`src/rtl/sos_ctrl_pkg.sv`:
```
// Shared types and sizing helpers for the sos_cache front-end sequencer.
package sos_ctrl_pkg;

  typedef enum logic [1:0] {
    ST_RUN  = 2'd0,
    ST_PAD  = 2'd1,
    ST_DROP = 2'd2
  } state_e;

  localparam int CELLS_X_DEF = 34;
  localparam int CELLS_Y_DEF = 34;
  localparam int N_DEF       = CELLS_X_DEF * CELLS_Y_DEF;

  // Counter width for a value range 0..n-1, never narrower than one bit.
  function automatic int cnt_w(input int n);
    return (n > 1) ? $clog2(n) : 1;
  endfunction

endpackage

```
`src/rtl/sos_cell_pos.sv`:
```
// Frame position tracker: idx/row/col counters advanced by push, plus window prediction.
module sos_cell_pos
  import sos_ctrl_pkg::*;
#(
  parameter int CELLS_X = CELLS_X_DEF,
  parameter int CELLS_Y = CELLS_Y_DEF
) (
  input  logic clk_i,
  input  logic rst_i,
  input  logic push_i,
  output logic win_o,
  output logic last_o
);

  localparam int N     = CELLS_X * CELLS_Y;
  localparam int IDX_W = cnt_w(N);
  localparam int COL_W = cnt_w(CELLS_X);
  localparam int ROW_W = cnt_w(CELLS_Y);

  localparam logic [IDX_W-1:0] IDX_LAST = IDX_W'(N - 1);
  localparam logic [COL_W-1:0] COL_LAST = COL_W'(CELLS_X - 1);

  logic [IDX_W-1:0] idx_q, idx_d;
  logic [COL_W-1:0] col_q, col_d;
  logic [ROW_W-1:0] row_q, row_d;
  logic             last_row_cell;

  assign last_o        = (idx_q == IDX_LAST);
  assign last_row_cell = (col_q == COL_LAST);
  // A 3x3 window completes once two full rows and two columns precede this cell.
  assign win_o         = (row_q >= ROW_W'(2)) && (col_q >= COL_W'(2));

  always_comb begin
    idx_d = last_o ? '0 : idx_q + 1'b1;
    col_d = last_row_cell ? '0 : col_q + 1'b1;
    row_d = row_q;
    if (last_o)             row_d = '0;
    else if (last_row_cell) row_d = row_q + 1'b1;
  end

  always_ff @(posedge clk_i) begin
    if (rst_i) begin
      idx_q <= '0;
      col_q <= '0;
      row_q <= '0;
    end else if (push_i) begin
      idx_q <= idx_d;
      col_q <= idx_d == '0 ? '0 : col_d;
      row_q <= row_d;
    end
  end

endmodule

```
`src/rtl/sos_cache_ctrl.sv`:
```
// Frame sequencer / window-rate scheduler feeding sos_cache with exactly N pushes per frame.
// Optional SOS_CTRL_CHECK_EN: cross-checks predicted windows against the cache's window_valid.
module sos_cache_ctrl
  import sos_ctrl_pkg::*;
#(
  parameter int TOTAL_BIT_WIDTH = 35,
  parameter int CELLS_X         = CELLS_X_DEF,
  parameter int CELLS_Y         = CELLS_Y_DEF,
  parameter int WIN_GAP         = 3,
  parameter int DELAY           = 1
) (
  input  logic                       aclk,
  input  logic                       arest,
  input  logic                       s_valid,
  output logic                       s_ready,
  input  logic [TOTAL_BIT_WIDTH-1:0] s_data,
  input  logic                       s_last,
  input  logic                       win_ready,
  input  logic                       window_valid,
  output logic                       sos_valid,
  output logic [TOTAL_BIT_WIDTH-1:0] sum_of_squares,
  output logic                       frame_done,
  output logic                       err_short,
  output logic                       err_long,
  output logic                       err_sync
);

  localparam int HO_W = cnt_w(WIN_GAP + 1);

  state_e                     state_q;
  logic [HO_W-1:0]            holdoff_q, holdoff_d;
  logic                       sos_valid_q;
  logic [TOTAL_BIT_WIDTH-1:0] sos_data_q;
  logic                       frame_done_q, err_short_q, err_long_q;

  logic                       pos_win, pos_last;
  logic                       push_ok, push;
  logic [TOTAL_BIT_WIDTH-1:0] push_data;

  // Registered outputs carry no modelled delay; DELAY is kept for interface compatibility.
  logic unused_delay;
  assign unused_delay = (DELAY != 0);

  sos_cell_pos #(
    .CELLS_X (CELLS_X),
    .CELLS_Y (CELLS_Y)
  ) u_pos (
    .clk_i  (aclk),
    .rst_i  (arest),
    .push_i (push),
    .win_o  (pos_win),
    .last_o (pos_last)
  );

  // Only window-producing pushes are throttled; all others go unconditionally.
  assign push_ok = !pos_win || (win_ready && (holdoff_q == '0));

  always_comb begin
    s_ready   = 1'b0;
    push      = 1'b0;
    push_data = '0;
    case (state_q)
      ST_RUN: begin
        s_ready   = push_ok;
        push      = s_valid && push_ok;
        push_data = s_data;
      end
      ST_PAD:  push    = push_ok;
      ST_DROP: s_ready = 1'b1;
      default: ;
    endcase
  end

  always_comb begin
    holdoff_d = holdoff_q;
    if (push && pos_win)       holdoff_d = HO_W'(WIN_GAP);
    else if (holdoff_q != '0)  holdoff_d = holdoff_q - 1'b1;
  end

  always_ff @(posedge aclk) begin
    if (arest) begin
      state_q      <= ST_RUN;
      holdoff_q    <= '0;
      sos_valid_q  <= 1'b0;
      sos_data_q   <= '0;
      frame_done_q <= 1'b0;
      err_short_q  <= 1'b0;
      err_long_q   <= 1'b0;
    end else begin
      holdoff_q    <= holdoff_d;
      sos_valid_q  <= push;
      frame_done_q <= push && pos_last;
      err_short_q  <= 1'b0;
      err_long_q   <= 1'b0;
      if (push) sos_data_q <= push_data;
      case (state_q)
        ST_RUN: begin
          if (push && s_last && !pos_last) begin
            err_short_q <= 1'b1;
            state_q     <= ST_PAD;
          end else if (push && !s_last && pos_last) begin
            err_long_q  <= 1'b1;
            state_q     <= ST_DROP;
          end
        end
        ST_PAD:  if (push && pos_last)    state_q <= ST_RUN;
        ST_DROP: if (s_valid && s_last)   state_q <= ST_RUN;
        default: state_q <= ST_RUN;
      endcase
    end
  end

  assign sos_valid      = sos_valid_q;
  assign sum_of_squares = sos_data_q;
  assign frame_done     = frame_done_q;
  assign err_short      = err_short_q;
  assign err_long       = err_long_q;

`ifdef SOS_CTRL_CHECK_EN
  // Prediction travels two stages to line up with the cache's window_valid.
  logic [1:0] pred_pipe_q;
  logic       err_sync_q;

  always_ff @(posedge aclk) begin
    if (arest) begin
      pred_pipe_q <= '0;
      err_sync_q  <= 1'b0;
    end else begin
      pred_pipe_q <= {pred_pipe_q[0], push && pos_win};
      err_sync_q  <= pred_pipe_q[1] != window_valid;
    end
  end

  assign err_sync = err_sync_q;
`else
  logic unused_window_valid;
  assign unused_window_valid = window_valid;
  assign err_sync            = 1'b0;
`endif

endmodule

```
`config.mk`:
```
export PLATFORM = sky130hd
export DESIGN_NAME = sos_cache_ctrl
export DESIGN_NICKNAME = d
export VERILOG_FILES = /design/src/rtl/sos_ctrl_pkg.sv /design/src/rtl/sos_cell_pos.sv /design/src/rtl/sos_cache_ctrl.sv
export SDC_FILE = /design/constraint.sdc
export NUM_CORES = 1
export LEC_CHECK = 0
export CORE_MARGIN = 1
export CORE_UTILIZATION = 52
export DETAILED_ROUTE_END_ITERATION = 16
export GPL_TIMING_DRIVEN = 1
export HOLD_SLACK_MARGIN = 0.1
export MAX_ROUTING_LAYER = met4
export PLACE_DENSITY_LB_ADDON = 0.25
export SLEW_MARGIN = 20
export SYNTH_ARGS = -nofsm -noshare
export SYNTH_HDL_FRONTEND = slang
export SYNTH_SLANG_ARGS = --single-unit
```
`constraint.sdc`:
```
create_clock -name aclk -period 3.2 [get_ports aclk]
set_input_delay 0.32 -clock aclk [delete_from_list [all_inputs] [get_ports aclk]]
set_output_delay 0.32 -clock aclk [all_outputs]
set_load 0.01 [all_outputs]
```
placement_by_type.png
(6 px per µm)
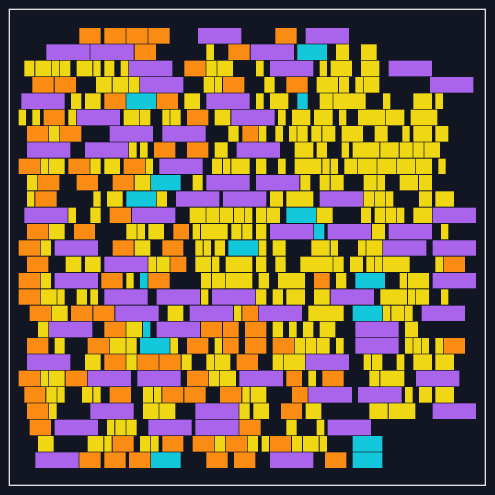
[yellow] combinational and other logic | cells: 273 | share of their area: 41%
[cyan] clock drivers and dummy loads | cells: 16 | share of their area: 4.6%
[orange] other buffers and delay cells | cells: 88 | share of their area: 21%
[purple] flops | cells: 66 | share of their area: 33%

flops_by_reg.png
(4 px per µm)
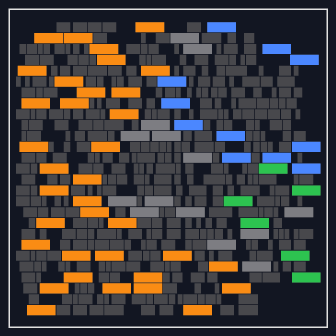
[orange] `sum_of_squares` | flops: 35
[green] `u_pos.row_q` | flops: 6
[blue] `u_pos.idx_q` | flops: 11

placement.png
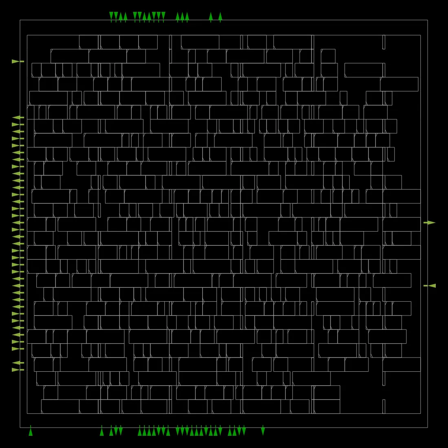
share of the final layout cell area in sequential cells: 0.323
final core area utilization: 0.730

==> summary.rpt <==
====================================================================================
Result of the run                                                       complete, no violations
YS warnings                                                                        0
Final nets                                                                       487
Via count                                                                       2907
Number of OpenROAD warnings                                                       31
H-tree levels                                                                      3
Die Size                                                                    6260 µm²
Post-synth seq share                                                           0.427
CTS clk-pin slew, worst paths                                                0.06 ns
Path type of the worst setup path                                            reg2out
Number of iterations in the first detailed-routing pass                            4
Share of flip-flops with an asynchronous set or reset after synthesis              0
DR vias/cell                                                                    5.64
Detail Placement HPWL                                                        5.24 mm
Buffer levels on the longest clock path                                            2
Cell Count Post-Placement                                                        499
GP Congestion                                                                  0.827
Data arrival time of the worst path                                          2.19 ns
Maximum number of pins on one net before global-route repair                      43
VDD IR max                                                                    271 µV
Overall power after layout                                                   1.89 mW
Antenna Diode Count                                                                0
Antenna violations before repair                                                   0
Path type of the worst min-delay path                                        reg2reg
Post_cts resized                                                                   0
Met1 capacity usage during global routing                                      0.330
Number of global-route vias before repair                                       2899
Layout Skew                                                               0.00588 ns
Starting Density                                                               0.551
Post-layout period usage                                                       0.783
Drc violations                                                                     0
Share of the synthesized netlist area taken by xor and xnor gates             0.0453
Post-Place Setup Slack                                                      0.748 ns
Width of the die                                                             79.1 µm
Clk root buf                                                                clkbuf_8
Routed length on met2                                                        3.68 mm
Net load switching power                                                    0.501 mW
Count of flip-flops with a built-in enable after synthesis                         0
Final instance count without filler cells                                        515
Setup fix buffers added after clock tree synthesis                                 0
Slowest CP cell                                                         clkdlybuf4s50_1
Met2 track utilization from global routing                                     0.431
Netlist Area Pre-Place                                                      3090 µm²
Commonest register cell after synthesis                                      dfxtp_1
Ranking of synthesized cells by instance count                          dfxtp_1, nand2_1, nand3_1
Design internal power                                                        1.39 mW
Count of final setup violators                                                     0
Uppermost metal layer occupied by signal nets                                   met4
Highest-count cells in the layout ignoring fill and taps                clkdlybuf4s50_1, dfxtp_1, nand2_1, nand3_1, nand3b_1
Ordered list of cells on the worst path                                 inv_1 -> ha_1 -> nor3_1 -> a22oi_1 -> a31oi_1 -> clkdlybuf4s50_1
Total of hold buffers inserted after clock tree synthesis                          0
Congestion Overflow GR                                                             0
Critical path endpoint category                                           output pin
Die H                                                                        79.1 µm
Combinational gate area                                                     1600 µm²
Met1 Routed Length                                                           3.49 mm
Top post-synthesis cells by area                                        dfxtp_1, nand3b_1, nand3_1
ANT nets after route                                                               0
Slew @ Worst Pin                                                            0.720 ns
Register area                                                               1320 µm²
Relative slew slack                                                            0.519
Largest type area fraction                                                     0.427
====================================================================================
sequential cells by signal, indices dropped and copies added, names as in the netlist:
signal	cells
err_long	1
err_short	1
frame_done	1
holdoff_q	2
sos_valid	1
state_q	2
sum_of_squares	35
u_pos.col_q	6
u_pos.idx_q	11
u_pos.row_q	6
stage by stage:
stage / utilization / area [µm²] / hold slack [ns]
after global placement: 0.697 / 3910 / 0.459
after detailed placement: 0.697 / 3910 / 0.462
final: 0.730 / 4090 / 0.471
after global routing: 0.730 / 4090 / 0.492
after CTS: 0.730 / 4090 / 0.474
after floorplan: - / 3090 / 0.443
power groups by stage:
stage	Sequential (mW)	Combinational (mW)	Clock, mW
2_1_floorplan	0.939	0.159	0
3_3_place_gp	0.925	0.327	0
3_5_place_dp	0.927	0.335	0
4_1_cts	0.910	0.337	0.662
5_1_grt	0.917	0.370	0.695
6_report	0.910	0.335	0.649
cell type report:
| class | count | share of cell area |
|---|---|---|
| clock buffers | 14 | 0.0422 |
| repair buffers | 88 | 0.210 |
| multi-input cells | 263 | 0.391 |
| inverters | 10 | 0.00917 |
| flip-flops and latches | 66 | 0.323 |
| clock inverters | 2 | 0.00245 |
| well taps | 72 | 0.0220 |
final timing paths:
check / start / endpoint / slack (ns) / depth (start not counted)
setup reg to reg: u_pos.col_q[1] / u_pos.idx_q[1] / 0.83 / 7
setup / recovery: u_pos.col_q[0] / s_ready / 0.69 / 6
hold / removal: sum_of_squares[22] / sum_of_squares[22] / 0.47 / 2
hold reg to reg: sum_of_squares[22] / sum_of_squares[22] / 0.47 / 2
worst max-delay path: cells and delay by family (launching register included):
family | cells | cell delay, ns
fa+ha+maj | 1 | 0.19
flops | 1 | 0.40
simple gates | 1 | 0.16
compound gates | 2 | 0.43
buf+inv | 2 | 0.66
Power figures rest on the tool's default switching activity, not on a simulated workload.
